`src/rtl/ex_hazard_ctrl.sv`:
```
// Execute-stage hazard controller: issue/bubble/hold decisions, EX and MEM
// destination tracking, operand forwarding selects and taken-jump flush sequencing.
module ex_hazard_ctrl #(
  parameter int unsigned MUL_LAT   = 3,
  parameter int unsigned FLUSH_CYC = 2
) (
  input  logic       clk,
  input  logic       rst_n,
  input  logic       id_valid,
  input  logic [4:0] id_optype,
  input  logic [4:0] id_rs1,
  input  logic [4:0] id_rs2,
  input  logic [4:0] id_rd,
  input  logic       jmp_en,
  output logic       stall_if,
  output logic       stall_id,
  output logic       flush_id,
  output logic       ex_valid,
  output logic       ex_hold,
  output logic [1:0] fwd_a_sel,
  output logic [1:0] fwd_b_sel,
  output logic [1:0] state
);

  // I_* optype encodings shared with decode and the ALU wrapper.
  localparam logic [4:0] I_NOP   = 5'd0;
  localparam logic [4:0] I_LW    = 5'd1;
  localparam logic [4:0] I_SW    = 5'd2;
  localparam logic [4:0] I_ADDI  = 5'd3;
  localparam logic [4:0] I_ADD   = 5'd4;
  localparam logic [4:0] I_SUB   = 5'd5;
  localparam logic [4:0] I_MUL   = 5'd6;
  localparam logic [4:0] I_MULH  = 5'd7;
  localparam logic [4:0] I_XOR   = 5'd8;
  localparam logic [4:0] I_AND   = 5'd9;
  localparam logic [4:0] I_OR    = 5'd10;
  localparam logic [4:0] I_LUI   = 5'd11;
  localparam logic [4:0] I_AUIPC = 5'd12;
  localparam logic [4:0] I_BEQ   = 5'd13;
  localparam logic [4:0] I_BNE   = 5'd14;
  localparam logic [4:0] I_BLT   = 5'd15;
  localparam logic [4:0] I_BGE   = 5'd16;
  localparam logic [4:0] I_JAL   = 5'd17;

  typedef enum logic [1:0] {
    RUN      = 2'd0,
    MUL_WAIT = 2'd1,
    FLUSH    = 2'd2
  } state_t;

  state_t     state_q, state_d;
  logic [3:0] cnt_q, cnt_d;

  logic       ex_valid_q;
  logic [4:0] ex_rd_q;
  logic       ex_wr_q, ex_load_q;
  logic       mem_valid_q;
  logic [4:0] mem_rd_q;
  logic       mem_wr_q;

  logic is_wr, is_load, is_mul;
  logic load_use;
  logic stall, do_issue, do_bubble, mem_adv;
  logic ex_fwd_ok, mem_fwd_ok;

  always_comb begin
    is_wr   = 1'b0;
    is_load = 1'b0;
    is_mul  = 1'b0;
    case (id_optype)
      I_LW: begin
        is_wr   = 1'b1;
        is_load = 1'b1;
      end
      I_ADDI, I_ADD, I_SUB, I_XOR, I_AND, I_OR, I_LUI, I_AUIPC: is_wr = 1'b1;
      I_MUL, I_MULH: begin
        is_wr  = 1'b1;
        is_mul = 1'b1;
      end
      default: ;
    endcase
  end

  assign load_use = id_valid & ex_valid_q & ex_load_q & (ex_rd_q != 5'd0) &
                    ((id_rs1 == ex_rd_q) | (id_rs2 == ex_rd_q));

  always_comb begin
    state_d   = state_q;
    cnt_d     = cnt_q;
    stall     = 1'b0;
    flush_id  = 1'b0;
    ex_hold   = 1'b0;
    do_issue  = 1'b0;
    do_bubble = 1'b0;
    mem_adv   = 1'b1;
    case (state_q)
      RUN: begin
        if (jmp_en) begin
          // Flush beats a load-use stall: the dependent instruction is discarded anyway.
          flush_id  = 1'b1;
          do_bubble = 1'b1;
          cnt_d     = 4'(FLUSH_CYC - 1);
          state_d   = (FLUSH_CYC > 1) ? FLUSH : RUN;
        end else if (load_use) begin
          stall     = 1'b1;
          do_bubble = 1'b1;
        end else begin
          do_issue = 1'b1;
          if (id_valid && is_mul && (MUL_LAT > 1)) begin
            cnt_d   = 4'(MUL_LAT - 2);
            state_d = MUL_WAIT;
          end
        end
      end
      MUL_WAIT: begin
        ex_hold = 1'b1;
        stall   = 1'b1;
        mem_adv = (cnt_q == 4'd0);
        if (cnt_q == 4'd0) state_d = RUN;
        else cnt_d = cnt_q - 4'd1;
      end
      FLUSH: begin
        // cnt holds the remaining FLUSH cycles including this one.
        flush_id  = 1'b1;
        do_bubble = 1'b1;
        cnt_d     = cnt_q - 4'd1;
        if (cnt_q <= 4'd1) state_d = RUN;
      end
      default: state_d = RUN;
    endcase
  end

  always_ff @(posedge clk or negedge rst_n) begin
    if (!rst_n) begin
      state_q     <= RUN;
      cnt_q       <= 4'd0;
      ex_valid_q  <= 1'b0;
      ex_rd_q     <= 5'd0;
      ex_wr_q     <= 1'b0;
      ex_load_q   <= 1'b0;
      mem_valid_q <= 1'b0;
      mem_rd_q    <= 5'd0;
      mem_wr_q    <= 1'b0;
    end else begin
      state_q <= state_d;
      cnt_q   <= cnt_d;
      if (do_issue) begin
        ex_valid_q <= id_valid;
        ex_rd_q    <= id_rd;
        ex_wr_q    <= id_valid & is_wr;
        ex_load_q  <= id_valid & is_load;
      end else if (do_bubble) begin
        ex_valid_q <= 1'b0;
        ex_wr_q    <= 1'b0;
        ex_load_q  <= 1'b0;
      end
      if (mem_adv) begin
        mem_valid_q <= ex_valid_q;
        mem_rd_q    <= ex_rd_q;
        mem_wr_q    <= ex_wr_q;
      end else begin
        mem_valid_q <= 1'b0;
      end
    end
  end

  // A load's data is not ready in EX, so it may only forward from MEM.
  assign ex_fwd_ok  = ex_valid_q & ex_wr_q & ~ex_load_q & (ex_rd_q != 5'd0);
  assign mem_fwd_ok = mem_valid_q & mem_wr_q & (mem_rd_q != 5'd0);

  always_comb begin
    fwd_a_sel = 2'd0;
    fwd_b_sel = 2'd0;
    if (id_valid) begin
      if (ex_fwd_ok && (id_rs1 == ex_rd_q))        fwd_a_sel = 2'd1;
      else if (mem_fwd_ok && (id_rs1 == mem_rd_q)) fwd_a_sel = 2'd2;
      if (ex_fwd_ok && (id_rs2 == ex_rd_q))        fwd_b_sel = 2'd1;
      else if (mem_fwd_ok && (id_rs2 == mem_rd_q)) fwd_b_sel = 2'd2;
    end
  end

  assign stall_if = stall;
  assign stall_id = stall;
  assign ex_valid = ex_valid_q;
  assign state    = state_q;

endmodule

```
`config.mk`:
```
export PLATFORM = sky130hd
export DESIGN_NAME = ex_hazard_ctrl
export DESIGN_NICKNAME = d
export VERILOG_FILES = /design/src/rtl/ex_hazard_ctrl.sv
export SDC_FILE = /design/constraint.sdc
export NUM_CORES = 1
export LEC_CHECK = 0
export ABC_AREA = 0
export CORE_MARGIN = 10
export CORE_UTILIZATION = 44
export DETAILED_ROUTE_END_ITERATION = 8
export HOLD_SLACK_MARGIN = 0.15
export PLACE_DENSITY = 0.75
export SKIP_LAST_GASP = 1
export SLEW_MARGIN = 20
export SYNTH_ARGS = -nofsm -noshare
export SYNTH_HDL_FRONTEND = slang
export SYNTH_SLANG_ARGS = --single-unit
```
`constraint.sdc`:
```
create_clock -name clk -period 2 [get_ports clk]
set_input_delay 0.2 -clock clk [delete_from_list [all_inputs] [get_ports clk]]
set_output_delay 0.2 -clock clk [all_outputs]
set_load 0.05 [all_outputs]
```
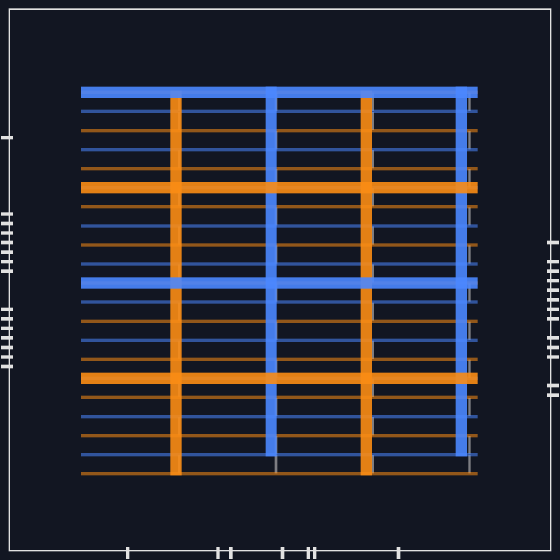
Fig. 1. PDN straps and rails (run 1).
Pins as bars on the die edge. Tap cells in gray.
net	color
VDD	blue
VSS	orange
met1 rails	21
tap cells	44
rows	20
signal pins	35
met4 straps	4

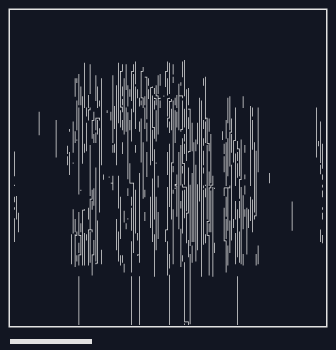
Fig. 2. Metal 2 (run 1).
Bar = 20 um.
share of all routed wire	50%
wire length on this layer	2110 um
main direction	vertical
nets with wire on the layer	211
longest straight run	42.8 um

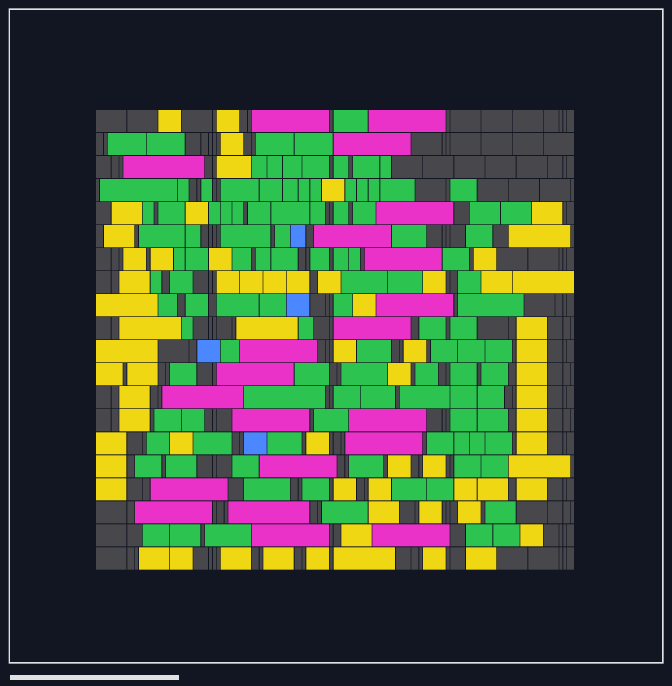
Fig. 3. Cell classes on the final placement (run 1).
Bar = 20 um. Fill, decap, tap and diode cells in gray.
class	color	cells	share of their area
flops	magenta	21	24%
clock drivers and dummy loads	blue	4	1.2%
combinational and other logic	green	113	45%
other buffers and delay cells	yellow	67	30%
area inside the core boundary: 3078 um^2
design area: 2281 um^2
number of standard-cell rows in the floorplan: 20
Final Core Density: 0.7411
proportion of cell area occupied by registers: 0.2320

==> git commit body, run 1 <==
Refresh implementation metrics

- The flow ran to the end, but the final reports show violations.
- The checks that failed: negative setup slack.
* Overall die width: a little under 80 um
- For the finished layout, the period the worst path requires is 2.290 ns.
- Gr busiest metal: met2
- No sink is reached through more buffers than the 2 on the longest clock path.
* Switching share of power: 0.4203
- Worst slew margin relative to its limit: 0.6605
- Proportion of power drawn by the clock network: 0.083
* Total via count in the routed design: 1333
* Met3 wire length: between 150 and 200 um
- Before any placement, the netlist area is recorded as ~1400 um^2.
- Timing analysis after detailed placement gives a worst setup slack of -0.2330 ns.
- Per the post-route antenna check, the number of violating nets is 0.
- For this run, global-route usage on met1 was measured as 0.1836.
* Chip Height: between 70 and 80 um
- Worst reg2reg path depth: 7
- Number of setup violations in the final report: 11
* Post CTS Setup Buffer Count: 6
* LEAKAGE: 0.9587 nW
* Buffer cell driving the clock tree root: sky130_fd_sc_hd__clkbuf_4
* Yosys Warn Count: 0
- Critical path endpoint: fwd_a_sel[1]
* Via count of the first global-routing pass: between 1k and 1.5k
- Antenna violations before repair: 0
- Largest net degree at the start of global routing: 22
- Worst-Margin Slew: approximately 0.51 ns
- Cells along the critical path: o2111ai_1 > or4_1 > nor4_4 > buf_12
- Ys flops: 21
* Largest voltage drop on the vdd net: about 0.80 mV
- Setup repair after global routing could not meet its margin everywhere.
- Fraction of registers with async set or reset after synthesis: 1.000
- Recorded from the global router log, the overflow total was 0.
- The congestion estimate from routability-driven global placement came to just over 0.9.
- Per the timing report, the biggest fanout along the worst path comes to 4.
- Part of the power in registers: 0.301
- In this run the power spent charging and discharging nets is roughly 1.0 mW.
- Initial detailed-routing violation count: 36
- Setup slack on the critical path of the routed design comes to -0.2904 ns.
- Met2 WL: between 2000 and 2500 um
* Biggest cell delay along the critical path: a little over 0.6 ns
- Global-route wire length before repair: roughly 7000 um
- Largest delay share family, worst path: simple AND/OR/NAND/NOR gates
- The number of buffers and inverters on the critical path is 1.
- In this run the critical register-to-register path is launched from ex_rd_q[0]$_DFFE_PN0P_.
- Per the post-synthesis report, the nets total ~170.
* Met2 track demand over resource in global routing: 0.2361
- Post-Route Setup TNS: -1.725 ns
- Share of the core filled by cells before placement: 0.4650
* Clock Latency Late Sink: just over 0.3 ns
- After layout, the design draws a total of ~2.5 mW.
- Area overhead of the layout relative to synthesis: 59.35%
- Of the available clock period, the critical path in the final layout requires 1.145.
- Syn_area_per_cell: between 10 and 15 um^2
* Critical-path cell with the highest stage delay: sky130_fd_sc_hd__or4_1
- Most used DFF post-synth: sky130_fd_sc_hd__dfrtp_1
* Post-CTS Resized: 7
* Register area share after synthesis: 0.3671
- For this run, the script counts the antenna cells in the layout as 0.
- Dominant cells by area after synthesis: sky130_fd_sc_hd__dfrtp_1 37%, sky130_fd_sc_hd__xor2_1 8.6%, sky130_fd_sc_hd__ha_1 6.1%
* Internal Power: approximately 1.4 mW
- Logic pwr share: 0.615
* Netlist cell types: roughly 40
- Of all cell types, the one taking the most synthesized area is sky130_fd_sc_hd__dfrtp_1.
- Worst clock skew on the final layout: ~0.0070 ns
- The worst setup path is captured at an output port.
- The DRC violation total left in the routed layout is recorded as 0.
- The floorplan report gives the top-level pin count as 35.
- Yosys stat counts 136 cells in the synthesized netlist.
- The timing report lists the critical path depth as 4 cells.
- Hold Crit Class: input port to async pin
- The CTS report gives the tree buffer count as 3.
* Flop-to-flop setup slack: -0.08 ns
* Critical register-to-register path endpoint: ex_rd_q[1]$_DFFE_PN0P_
- Count leader, synth: sky130_fd_sc_hd__dfrtp_1
- Path type of the worst setup path: flip-flop to output port
* Grt met3 use: 0.03147
[run 1: power by group through the flow]
stage | Clock, mW | Sequential, mW | Combinational, mW
2_1_floorplan | 0 | 0.827 | 0.760
3_3_place_gp | 0 | 0.742 | 1.31
3_5_place_dp | 0 | 0.752 | 1.36
4_1_cts | 0.211 | 0.745 | 1.45
5_1_grt | 0.235 | 0.771 | 1.66
6_report | 0.206 | 0.746 | 1.52
[run 1: flip-flops by register name, indices dropped and copies added (netlist names)]
register	flops
cnt_q	4
mem_valid_q	1
state	2
ex_wr_q	1
ex_load_q	1
mem_wr_q	1
ex_valid	1
mem_rd_q	5
ex_rd_q	5
[run 1: area by class of cell]
cell class	count	area, um^2
Fill cell	226	797.0
Timing Repair Buffer	67	670.6
Inverter	4	15.01
Clock inverter	1	5.005
Multi-Input combinational cell	109	983.4
Clock buffer	3	22.52
Sequential cell	21	529.3
Tap cell	44	55.05
[run 1: logic make-up after synthesis]
kind of cell,count (synthesis),synth area share
DFF,21,0.3671
and+or+nand+nor,45,0.1862
buffers and inverters,6,0.02360
muxes,12,0.1075
xor gates and xnor gates,20,0.1224
AOI/OAI and AO/OA,25,0.1320
adders and majority gates,7,0.06119
[run 1: through the flow]
stage	hold slack, ns	cells	area, um^2
2_1_floorplan	-0.09559	136	1484
5_1_grt	0.2290	249	2281
3_5_place_dp	0.5076	235	2101
6_report	0.2207	249	2281
4_1_cts	0.2291	245	2217
3_3_place_gp	0.5073	235	2101
[run 1: cell usage in the layout, fill, tap and decap left out, drive strengths merged, types with 7 or more instances in the layout]
| cell type | n |
|---|---|
| clkdlybuf4s50 | 25 |
| nor3 | 7 |
| o21ai | 7 |
| buf | 41 |
| nand2 | 10 |
| mux2 | 12 |
| ha | 7 |
| dfrtp | 21 |
| xor2 | 14 |
==> run 1 -> run 2 <==
--- a/config.mk
+++ b/config.mk
@@ -12,7 +12,6 @@
 export HOLD_SLACK_MARGIN = 0.15
 export PLACE_DENSITY = 0.75
 export SKIP_LAST_GASP = 1
-export SLEW_MARGIN = 20
 export SYNTH_ARGS = -nofsm -noshare
 export SYNTH_HDL_FRONTEND = slang
 export SYNTH_SLANG_ARGS = --single-unit
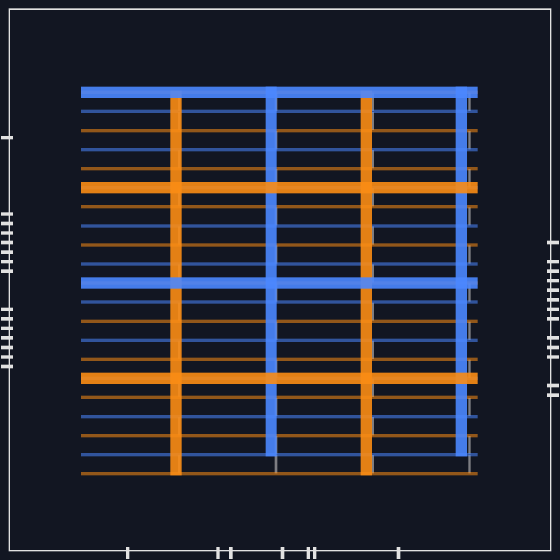
Fig. 4. PDN straps and rails (run 2).
Pins as bars on the die edge. Tap cells in gray.
net	color
VDD	blue
VSS	orange
met1 rails	21
met4 straps	4
rows	20
met5 straps	4
tap cells	44

==> run 2 against run 1 <==
Against the previous run:
- the flow still finishes with violations (negative setup slack)
- die area is the same
- worst hold slack is the same
- clock power is essentially flat
- clock skew is the same
- worst setup slack is the same
- critical endpoint unchanged
- largest power group unchanged
==> git commit body, run 2 <==
Refresh implementation metrics

- Critical register-to-register path endpoint: ex_rd_q[1]$_DFFE_PN0P_ (unchanged)
- Area overhead of the layout relative to synthesis: 59.35% (unchanged)
- Tally of non-filler cells in the final layout: 249 (unchanged)
* RR Startpoint: ex_rd_q[0]$_DFFE_PN0P_ (unchanged)
* Logic pwr share: 0.615 (about the same)
- The largest incremental delay on the critical path was 0.62 ns (about the same).
* Fraction of registers with async set or reset after synthesis: 1.000 (unchanged)
* Combinational gate area: 983.4 um^2 (unchanged)
* Post-CTS Resized: 7 (unchanged)
- The total CTS buffers was 3 (unchanged).
- Unrepaired setup endpoints after global routing: yes (unchanged).
* DRC: 0 (unchanged)
- Final Core Density: 0.7411 (unchanged)
- Area after detailed placement: 2101 um^2 (unchanged)
* Buffer cell driving the clock tree root: sky130_fd_sc_hd__clkbuf_4 (unchanged)
- Violations in the final reports: negative setup slack (unchanged).
- The data required time of the worst path was 1.80 ns (about the same).
- Top Layout Cells: 32 x sky130_fd_sc_hd__buf_4, 25 x sky130_fd_sc_hd__clkdlybuf4s50_1, 18 x sky130_fd_sc_hd__dfrtp_1 (unchanged)
- The count of state elements after synthesis was 21 (unchanged).
* Internal Power: 1.435 mW (unchanged)
- The insertion delay to the later sink of the worst-skew pair is 0.31 ns (about the same).
- The met2 track utilization from global routing came to 0.2361 (unchanged).
- The global placer's final weighted congestion is 0.9114 (unchanged).
- The final setup skew was 0.006990 ns (unchanged).
- The switching power share of the total came to 0.4203 (unchanged).
- The max-slew headroom at the worst pin was 0.6605 (unchanged).
* Net count of the mapped netlist: 167 (unchanged)
- Top flop regs: ex_rd_q: 5 flops, mem_rd_q: 5 flops, cnt_q: 4 flops (unchanged)
- Number of setup violations in the final report: 11 (unchanged)
- The mean instance size in the synthesized netlist is 10.52 um^2 (unchanged).
- Largest fanout on the critical path: 4 (unchanged)
* Worst path bufs/invs: 1 (unchanged)
* Critical-path cell with the highest stage delay: sky130_fd_sc_hd__or4_1 (unchanged)
- The biggest area consumer among synthesized cells was sky130_fd_sc_hd__dfrtp_1 (unchanged).
* Proportion of power drawn by the clock network: 0.083 (about the same)
- The number of DRC violations after detailed-routing iteration 0 came to 36 (unchanged).
- The minimum setup slack in the final design came to -0.2904 ns (unchanged).
- Global-route wire length before repair: 7189 um (unchanged)
* Netlist cell types: 40 (unchanged)
- Post CTS Setup Buffer Count: 6 (unchanged)
* Dominant cells by area after synthesis: sky130_fd_sc_hd__dfrtp_1 37%, sky130_fd_sc_hd__xor2_1 8.6%, sky130_fd_sc_hd__ha_1 6.1% (unchanged)
* Share of the core filled by cells before placement: 0.4650 (unchanged)
* Chip area: 5934 um^2 (unchanged)
* Status: finished, violations left (unchanged)
- Top logic cell by instance count in the layout: sky130_fd_sc_hd__buf_4 (unchanged)
- Design area: 2281 um^2 (unchanged)
- The category of cells accounting for the largest share of critical-path delay was simple AND/OR/NAND/NOR gates (unchanged).
- Worst-Margin Slew: 0.5076 ns (unchanged)
- The hold slack came to 0.2207 ns (unchanged).
- The cell count listed in synth_stat.txt was 136 (unchanged).
- Largest voltage drop on the vdd net: 0.8038 mV (unchanged)
* Post-layout total power: 2.476 mW (unchanged)
- Post-Route Setup TNS: -1.725 ns (unchanged)
* Portion of the clock cycle consumed by the worst path in the final layout: 1.145 (unchanged)
- Register area: 529.3 um^2 (unchanged)
* Endpoint kind of the worst setup timing path: output port (unchanged)
- Path type of the worst setup path: flip-flop to output port (unchanged)
- The number of instances in the placed design is 235 (unchanged).
- Largest net degree at the start of global routing: 22 (unchanged)
- The count of antenna-violating nets left after detailed routing came to 0 (unchanged).
- The area inside the core boundary came to 3078 um^2 (unchanged).
- Worst path depth: 4 (unchanged)
* Final critical-path required period: 2.290 ns (unchanged)
* Number of standard-cell rows in the floorplan: 20 (unchanged)
* Post-synthesis instance area: 1431 um^2 (unchanged)
* Chip Height: 77.04 um (unchanged)
- Register area share after synthesis: 0.3671 (unchanged)
- The total grt overflow is 0 (unchanged).
- The type of the tightest min-delay check is input port to async pin (unchanged).
- Worst reg2reg path depth: 7 (unchanged)
* Via count of the first global-routing pass: 1464 (unchanged)
* LEAKAGE: 0.9587 nW (unchanged)
* Yosys Warn Count: 0 (unchanged)
* Total via count in the routed design: 1333 (unchanged)
- Power dissipated by switching net loads: 1.041 mW (unchanged)
- Count leader, synth: sky130_fd_sc_hd__dfrtp_1 (unchanged)
- Critical path endpoint: fwd_a_sel[1] (unchanged)
- Cells along the critical path: o2111ai_1 > or4_1 > nor4_4 > buf_12 (unchanged)
- Most used DFF post-synth: sky130_fd_sc_hd__dfrtp_1 (unchanged)
- CTS max path bufs: 2 (unchanged)
* Flop-to-flop setup slack: -0.08 ns (about the same)
- The global routing usage on met3 came to 0.03147 (unchanged).
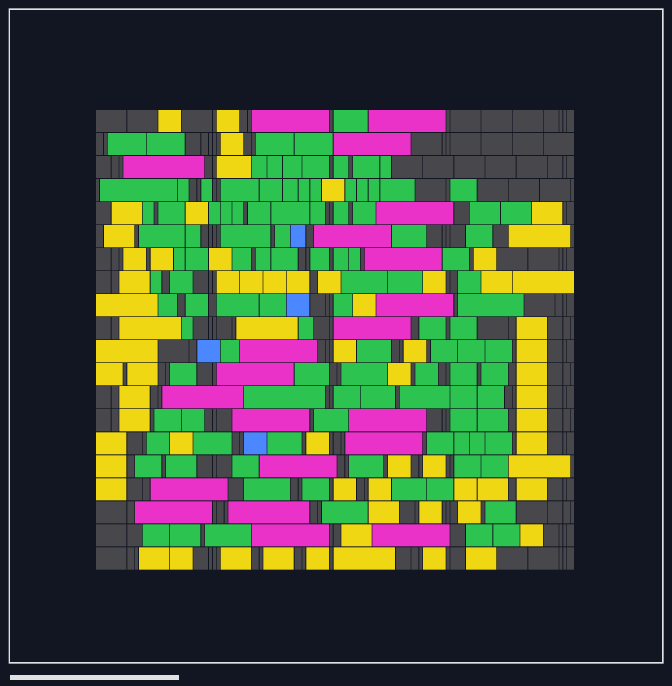
Fig. 5. Cell classes on the final placement (run 2).
Bar = 20 um. Fill, decap, tap and diode cells in gray.
class	color	cells	share of their area
clock drivers and dummy loads	blue	4	1.2%
flops	magenta	21	24%
combinational and other logic	green	113	45%
other buffers and delay cells	yellow	67	30%

[run 2: cell counts after synthesis]
No cell type changed its count.
[run 2: cell type report]
| type | instances | share of cell area |
|---|---|---|
| clock buffer | 3 | 0.009874 |
| clock inverter | 1 | 0.002194 |
| sequential | 21 | 0.2320 |
| multi-input combinational | 109 | 0.4312 |
| tap | 44 | 0.02414 |
| timing repair buffer | 67 | 0.2940 |
| inverter | 4 | 0.006583 |
[run 2: worst min-delay path by stage]
stage	endpoint	slack [ns]	cells after the start
after floorplan	cnt_q[0]$_DFFE_PN0P_	-0.1	0
after global placement	mem_wr_q$_DFFE_PN0N_	0.51	1
after detailed placement	mem_wr_q$_DFFE_PN0N_	0.51	1
after CTS	cnt_q[3]$_DFFE_PN0P_	0.23	2
after global routing	mem_rd_q[2]$_DFFE_PN0N_	0.23	2
final	mem_rd_q[3]$_DFFE_PN0N_	0.22	2
[run 2: power groups by stage]
stage               registers (mW)  clock network (mW)  logic, mW
finish                       0.746               0.206       1.52
floorplan                    0.827                   0      0.760
CTS                          0.745               0.211       1.45
detailed placement           0.752                   0       1.36
global placement             0.742                   0       1.31
global route                 0.771               0.235       1.66
[run 2: cell families after synthesis]
| group | after synthesis | share of synthesized area |
|---|---|---|
| flops | 21 | 0.3671 |
| buf+inv | 6 | 0.02360 |
| mux | 12 | 0.1075 |
| xor+xnor | 20 | 0.1224 |
| fa+ha+maj | 7 | 0.06119 |
| simple gates | 45 | 0.1862 |
| compound gates | 25 | 0.1320 |
[run 2: metal layers]
metal,vias to the layer above,part of all wire
met5,-,0
li1,632,-
met3,6,0.044
met2,48,0.50
met4,0,0.011
met1,647,0.44
Power and IR drop assume default switching activity.
